==> images/floorplan.png <==
The bar under the picture is 20 um long. Pins as bars on the die edge.
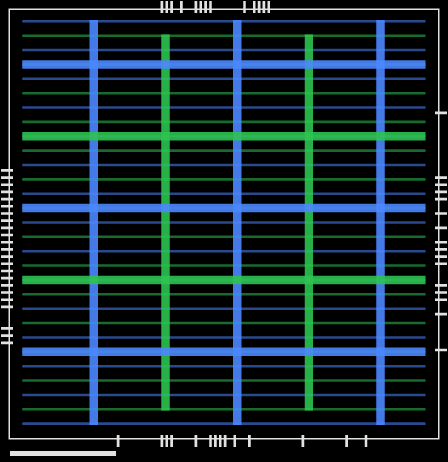
==> images/class_map.png <==
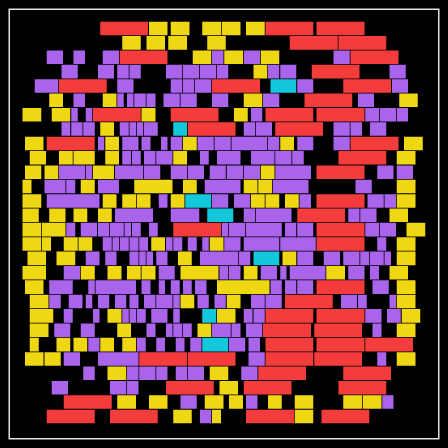
==> images/port_trees.png <==
The bar under the picture is 20 um long.
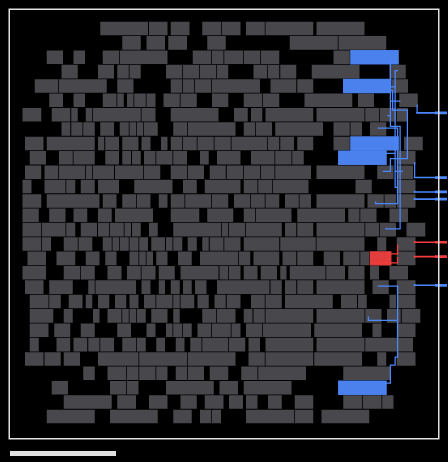
==> images/util_map.png <==
The bar under the picture is 20 um long. The die is cut into 8 by 8 equal tiles; black is low, pale yellow is high, 0 to 100% covered.
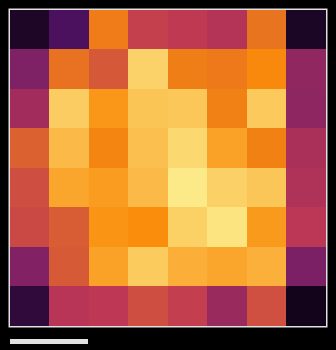
$ cat config.mk
export PLATFORM = sky130hd
export DESIGN_NAME = pipelined_control_unit
export DESIGN_NICKNAME = d
export VERILOG_FILES = /design/src/rtl/riscv_ctrl_pkg.sv /design/src/rtl/rv32i_main_decode.sv /design/src/rtl/pipelined_control_unit.sv
export SDC_FILE = /design/constraint.sdc
export NUM_CORES = 1
export LEC_CHECK = 0
export CAP_MARGIN = 10
export CORE_MARGIN = 2
export CORE_UTILIZATION = 51
export CTS_BUF_LIST = sky130_fd_sc_hd__clkbuf_4 sky130_fd_sc_hd__clkbuf_8 sky130_fd_sc_hd__clkbuf_16
export CTS_CLUSTER_DIAMETER = 60
export DETAILED_ROUTE_END_ITERATION = 6
export PLACE_DENSITY = 0.78
export SKIP_LAST_GASP = 1
export SLEW_MARGIN = 40
export SYNTH_ARGS = -nofsm -noshare
export SYNTH_HDL_FRONTEND = slang
export SYNTH_HIERARCHICAL = 1
export SYNTH_SLANG_ARGS = --single-unit
$ cat constraint.sdc
create_clock -name clk_i -period 3.9 [get_ports clk_i]
set_input_delay 0.78 -clock clk_i [delete_from_list [all_inputs] [get_ports clk_i]]
set_output_delay 0.78 -clock clk_i [all_outputs]
set_load 0.005 [all_outputs]
$ cat src/rtl/riscv_ctrl_pkg.sv
// Shared types for the RV32I pipelined control unit: opcodes, ALU/immediate/result
// encodings and the control bundles carried through the stage registers.
package riscv_ctrl_pkg;

  localparam int REG_W = 5;

  localparam logic [1:0] FWD_RF  = 2'b00;
  localparam logic [1:0] FWD_WB  = 2'b01;
  localparam logic [1:0] FWD_MEM = 2'b10;

  typedef enum logic [6:0] {
    OPC_LOAD   = 7'h03,
    OPC_OP_IMM = 7'h13,
    OPC_AUIPC  = 7'h17,
    OPC_STORE  = 7'h23,
    OPC_OP     = 7'h33,
    OPC_LUI    = 7'h37,
    OPC_BRANCH = 7'h63,
    OPC_JALR   = 7'h67,
    OPC_JAL    = 7'h6F
  } opcode_e;

  // ADD is encoded as zero so an all-zero bundle is a valid bubble.
  typedef enum logic [3:0] {
    ALU_ADD    = 4'd0,
    ALU_SUB    = 4'd1,
    ALU_AND    = 4'd2,
    ALU_OR     = 4'd3,
    ALU_XOR    = 4'd4,
    ALU_SLL    = 4'd5,
    ALU_SRL    = 4'd6,
    ALU_SRA    = 4'd7,
    ALU_SLT    = 4'd8,
    ALU_SLTU   = 4'd9,
    ALU_PASS_B = 4'd10
  } alu_ctrl_e;

  typedef enum logic [2:0] {
    IMM_I = 3'd0,
    IMM_S = 3'd1,
    IMM_B = 3'd2,
    IMM_U = 3'd3,
    IMM_J = 3'd4
  } imm_src_e;

  typedef enum logic [1:0] {
    RES_ALU = 2'd0,
    RES_MEM = 2'd1,
    RES_PC4 = 2'd2
  } result_src_e;

  typedef struct packed {
    logic              reg_write;
    result_src_e       result_src;
    logic              mem_write;
    logic              branch;
    logic              jump;
    logic              jalr;
    alu_ctrl_e         alu_ctrl;
    logic              alu_src;
    logic              alu_a_pc;
    logic [2:0]        funct3;
    logic [REG_W-1:0]  rd;
    logic [REG_W-1:0]  rs1;
    logic [REG_W-1:0]  rs2;
    logic              use_rs1;
    logic              use_rs2;
  } ctrl_t;

  typedef struct packed {
    logic              reg_write;
    result_src_e       result_src;
    logic              mem_write;
    logic [REG_W-1:0]  rd;
  } mem_ctrl_t;

  typedef struct packed {
    logic              reg_write;
    result_src_e       result_src;
    logic [REG_W-1:0]  rd;
  } wb_ctrl_t;

  localparam ctrl_t     CTRL_BUBBLE     = '0;
  localparam mem_ctrl_t MEM_CTRL_BUBBLE = '0;
  localparam wb_ctrl_t  WB_CTRL_BUBBLE  = '0;

  // funct7[5] means SUB only for register-register ops; it means SRA for both forms.
  function automatic alu_ctrl_e alu_from_funct(input logic [2:0] funct3, input logic alt,
                                               input logic is_reg);
    case (funct3)
      3'd0:    return (alt && is_reg) ? ALU_SUB : ALU_ADD;
      3'd1:    return ALU_SLL;
      3'd2:    return ALU_SLT;
      3'd3:    return ALU_SLTU;
      3'd4:    return ALU_XOR;
      3'd5:    return alt ? ALU_SRA : ALU_SRL;
      3'd6:    return ALU_OR;
      default: return ALU_AND;
    endcase
  endfunction

endpackage

$ cat src/rtl/rv32i_main_decode.sv
// Combinational RV32I main decoder: instruction word to control bundle, immediate
// format and illegal flag. Illegal encodings decode to a bubble.
module rv32i_main_decode
  import riscv_ctrl_pkg::*;
(
  input  logic [31:0] instr_i,
  output ctrl_t       ctrl_o,
  output imm_src_e    imm_src_o,
  output logic        illegal_o
);

  logic [6:0] funct7;
  logic [2:0] funct3;

  assign funct7 = instr_i[31:25];
  assign funct3 = instr_i[14:12];

  // NOTE: every output gets a default before the case so no path can infer a latch.
  always_comb begin
    ctrl_o      = CTRL_BUBBLE;
    imm_src_o   = IMM_I;
    illegal_o   = 1'b0;
    ctrl_o.rs1  = instr_i[19:15];
    ctrl_o.rs2  = instr_i[24:20];

    case (opcode_e'(instr_i[6:0]))
      OPC_OP: begin
        illegal_o        = !(funct7 == 7'h00 ||
                             (funct7 == 7'h20 && (funct3 == 3'd0 || funct3 == 3'd5)));
        ctrl_o.reg_write = 1'b1;
        ctrl_o.use_rs1   = 1'b1;
        ctrl_o.use_rs2   = 1'b1;
        ctrl_o.alu_ctrl  = alu_from_funct(funct3, funct7[5], 1'b1);
      end
      OPC_OP_IMM: begin
        illegal_o        = (funct3 == 3'd1 && funct7 != 7'h00) ||
                           (funct3 == 3'd5 && funct7 != 7'h00 && funct7 != 7'h20);
        ctrl_o.reg_write = 1'b1;
        ctrl_o.use_rs1   = 1'b1;
        ctrl_o.alu_src   = 1'b1;
        ctrl_o.alu_ctrl  = alu_from_funct(funct3, funct7[5], 1'b0);
      end
      OPC_LOAD: begin
        illegal_o         = (funct3 == 3'd3) || (funct3 >= 3'd6);
        ctrl_o.reg_write  = 1'b1;
        ctrl_o.result_src = RES_MEM;
        ctrl_o.use_rs1    = 1'b1;
        ctrl_o.alu_src    = 1'b1;
      end
      OPC_STORE: begin
        illegal_o        = funct3 > 3'd2;
        ctrl_o.mem_write = 1'b1;
        ctrl_o.use_rs1   = 1'b1;
        ctrl_o.use_rs2   = 1'b1;
        ctrl_o.alu_src   = 1'b1;
        imm_src_o        = IMM_S;
      end
      OPC_BRANCH: begin
        illegal_o       = (funct3 == 3'd2) || (funct3 == 3'd3);
        ctrl_o.branch   = 1'b1;
        ctrl_o.funct3   = funct3;
        ctrl_o.use_rs1  = 1'b1;
        ctrl_o.use_rs2  = 1'b1;
        ctrl_o.alu_ctrl = ALU_SUB;
        imm_src_o       = IMM_B;
      end
      OPC_LUI: begin
        ctrl_o.reg_write = 1'b1;
        ctrl_o.alu_src   = 1'b1;
        ctrl_o.alu_ctrl  = ALU_PASS_B;
        imm_src_o        = IMM_U;
      end
      OPC_AUIPC: begin
        ctrl_o.reg_write = 1'b1;
        ctrl_o.alu_src   = 1'b1;
        ctrl_o.alu_a_pc  = 1'b1;
        imm_src_o        = IMM_U;
      end
      OPC_JAL: begin
        ctrl_o.reg_write  = 1'b1;
        ctrl_o.jump       = 1'b1;
        ctrl_o.result_src = RES_PC4;
        ctrl_o.alu_src    = 1'b1;
        ctrl_o.alu_a_pc   = 1'b1;
        imm_src_o         = IMM_J;
      end
      OPC_JALR: begin
        illegal_o         = funct3 != 3'd0;
        ctrl_o.reg_write  = 1'b1;
        ctrl_o.jump       = 1'b1;
        ctrl_o.jalr       = 1'b1;
        ctrl_o.result_src = RES_PC4;
        ctrl_o.alu_src    = 1'b1;
        ctrl_o.use_rs1    = 1'b1;
      end
      default: illegal_o = 1'b1;
    endcase

    // rd travels only with writers, so stores and branches never match a hazard.
    if (ctrl_o.reg_write) ctrl_o.rd = instr_i[11:7];

    if (illegal_o) begin
      ctrl_o    = CTRL_BUBBLE;
      imm_src_o = IMM_I;
    end
  end

endmodule

$ cat src/rtl/pipelined_control_unit.sv
// Five-stage RV32I control pipeline: decode in ID, control registers for ID/EX,
// EX/MEM and MEM/WB, load-use stall, branch flush and EX forwarding selects.
module pipelined_control_unit
  import riscv_ctrl_pkg::*;
#(
  parameter int REG_ADDR_W = 5,
  parameter int ALU_CTRL_W = 4
) (
  input  logic                  clk_i,
  input  logic                  rst_i,
  input  logic [31:0]           instr_i,
  input  logic                  branch_taken_i,
  output logic                  stall_o,
  output logic                  flush_id_o,
  output logic                  illegal_id_o,
  output logic [2:0]            imm_src_id_o,
  output logic [ALU_CTRL_W-1:0] alu_ctrl_ex_o,
  output logic                  alu_src_ex_o,
  output logic                  alu_a_pc_ex_o,
  output logic                  branch_ex_o,
  output logic [2:0]            funct3_ex_o,
  output logic                  jump_ex_o,
  output logic                  jalr_ex_o,
  output logic [1:0]            fwd_a_ex_o,
  output logic [1:0]            fwd_b_ex_o,
  output logic                  mem_write_mem_o,
  output logic                  reg_write_wb_o,
  output logic [1:0]            result_src_wb_o,
  output logic [REG_ADDR_W-1:0] rd_wb_o
);

  ctrl_t     ctrl_id;
  imm_src_e  imm_src_id;
  logic      illegal_id;
  logic      load_use;

  ctrl_t     idex_d,  idex_q;
  mem_ctrl_t exmem_d, exmem_q;
  wb_ctrl_t  memwb_d, memwb_q;

  rv32i_main_decode u_decode (
    .instr_i   (instr_i),
    .ctrl_o    (ctrl_id),
    .imm_src_o (imm_src_id),
    .illegal_o (illegal_id)
  );

  function automatic logic [1:0] fwd_sel(input logic used, input logic [REG_W-1:0] rs,
                                         input mem_ctrl_t m, input wb_ctrl_t w);
    if (!used || rs == '0)              return FWD_RF;
    if (m.reg_write && m.rd == rs)      return FWD_MEM;
    if (w.reg_write && w.rd == rs)      return FWD_WB;
    return FWD_RF;
  endfunction

  always_comb begin
    load_use = (idex_q.result_src == RES_MEM) && (idex_q.rd != '0) &&
               ((ctrl_id.use_rs1 && ctrl_id.rs1 == idex_q.rd) ||
                (ctrl_id.use_rs2 && ctrl_id.rs2 == idex_q.rd));

    idex_d = (branch_taken_i || load_use) ? CTRL_BUBBLE : ctrl_id;

    exmem_d            = MEM_CTRL_BUBBLE;
    exmem_d.reg_write  = idex_q.reg_write;
    exmem_d.result_src = idex_q.result_src;
    exmem_d.mem_write  = idex_q.mem_write;
    exmem_d.rd         = idex_q.rd;

    memwb_d            = WB_CTRL_BUBBLE;
    memwb_d.reg_write  = exmem_q.reg_write;
    memwb_d.result_src = exmem_q.result_src;
    memwb_d.rd         = exmem_q.rd;
  end

  // NOTE: stage state uses non-blocking assignments so every stage samples the
  // previous-cycle value of the one before it; reset clears all stages at once.
  always_ff @(posedge clk_i or posedge rst_i) begin
    if (rst_i) begin
      idex_q  <= CTRL_BUBBLE;
      exmem_q <= MEM_CTRL_BUBBLE;
      memwb_q <= WB_CTRL_BUBBLE;
    end else begin
      idex_q  <= idex_d;
      exmem_q <= exmem_d;
      memwb_q <= memwb_d;
    end
  end

  // A taken redirect squashes the ID instruction anyway, so it overrides the stall.
  assign stall_o      = load_use && !branch_taken_i;
  assign flush_id_o   = branch_taken_i;
  assign illegal_id_o = illegal_id;
  assign imm_src_id_o = imm_src_id;

  assign alu_ctrl_ex_o = ALU_CTRL_W'(idex_q.alu_ctrl);
  assign alu_src_ex_o  = idex_q.alu_src;
  assign alu_a_pc_ex_o = idex_q.alu_a_pc;
  assign branch_ex_o   = idex_q.branch;
  assign funct3_ex_o   = idex_q.funct3;
  assign jump_ex_o     = idex_q.jump;
  assign jalr_ex_o     = idex_q.jalr;
  assign fwd_a_ex_o    = fwd_sel(idex_q.use_rs1, idex_q.rs1, exmem_q, memwb_q);
  assign fwd_b_ex_o    = fwd_sel(idex_q.use_rs2, idex_q.rs2, exmem_q, memwb_q);

  assign mem_write_mem_o = exmem_q.mem_write;
  assign reg_write_wb_o  = memwb_q.reg_write;
  assign result_src_wb_o = memwb_q.result_src;
  assign rd_wb_o         = REG_ADDR_W'(memwb_q.rd);

endmodule
==> README.md <==
| Metric | This run | Unit |
|:---|:---|:---|
| Global placer's final weighted congestion | 0.907 | - |
| Register name with the most flops | idex_q | - |
| Total placed instance area | 3960 | sq um |
| Data required time of the worst path | 3.12 | ns |
| Cells after DPL | 464 | - |
| Gate count after technology mapping | 305 | - |
| Run status | finished, final reports clean | - |
| Clock Tree Buf Depth | 2 | - |
| PnR Total Power | 994 | uW |
| Actual slew at the worst max-slew pin | 0.705 | ns |
| Category of the worst setup path capture point | output pin | - |
| Wire length of the first global-routing pass | 12800 | um |
| Via count | 2645 | - |
| Detail Placement HPWL | 5580 | um |
| Slowest cell on crit path | clkdlybuf4s15_1 | - |
| Capture point of the critical path | stall_o | - |
| Yosys cell count | 305 | - |
| H-tree levels | 2 | - |
| Chip area line of the yosys report | 3030 | sq um |
| Number of clock sinks | 50 | - |
| Met1 routing resource usage after global routing | 0.300 | - |
| Cell leakage power | 1.83 | nW |
| Number of buffers added by the clock tree synthesis step | 5 | - |
| Net switching share of the total power | 0.261 | - |
| Internal power | 735 | uW |
Back to the opening pictures, floorplan.png:
- green: VDD
- blue: VSS
- met5 straps: 5
- met4 straps: 5

Back to the opening pictures, class_map.png:
- cyan: clock drivers and dummy loads (cells 7; share of their area 2.0%)
- red: sequential cells (cells 50; share of their area 30%)
- yellow: remaining buffers and delay cells (cells 119; share of their area 26%)
- purple: remaining logic cells (cells 227; share of their area 42%)
site row count: 28
Floorplan Core Area: 5820 sq um
post-route cell area: 4270 sq um
sequential cell area share: 0.293
core occupancy in the finished layout: 0.735

Back to the opening pictures, port_trees.png:
- red: fwd_b_ex_o (direction output; end cells 2; buffers 2; wire 17.8 um)
- blue: rd_wb_o (direction output; end cells 5; buffers 5; wire 167 um)
Port-buffer cells: 65
ports placed on the boundary: 66

Back to the opening pictures, util_map.png:
- mean over tiles: 64%
- tiles over 75% full: 41%
- densest ninth of the die: center
- fullest tile: 96%
fraction of the core area occupied by cells at floorplan: 0.520

==> placed cells by master (no fill, tap or decap), drive strengths merged, types with 3 or more instances in the layout <==
master	instances
xor2	17
clkdlybuf4s50	49
dlygate4sd2	5
clkbuf	8
inv	4
dfrtp	50
nand2b	34
nand3	9
nor2	16
o21ai	7
nor3b	13
nand4	3
o22ai	3
a21oi	40
clkdlybuf4s15	4
buf	55
dlymetal6s2s	3
or2	4
nand2	12
nor4b	5
nor3	14
or4	4
xnor2	14
nor4	6
==> final cells by class <==
class,count,area [sq um],area share
inverters,4,17.5,0.00410
repair buffers,119,1090,0.255
flip-flops and latches,50,1250,0.293
clock buffers,5,68.8,0.0161
well taps,75,93.8,0.0220
clock inverters,2,15.0,0.00351
multi-input cells,223,1740,0.406
No activity file was given, so power comes from the tool's default toggle rates.
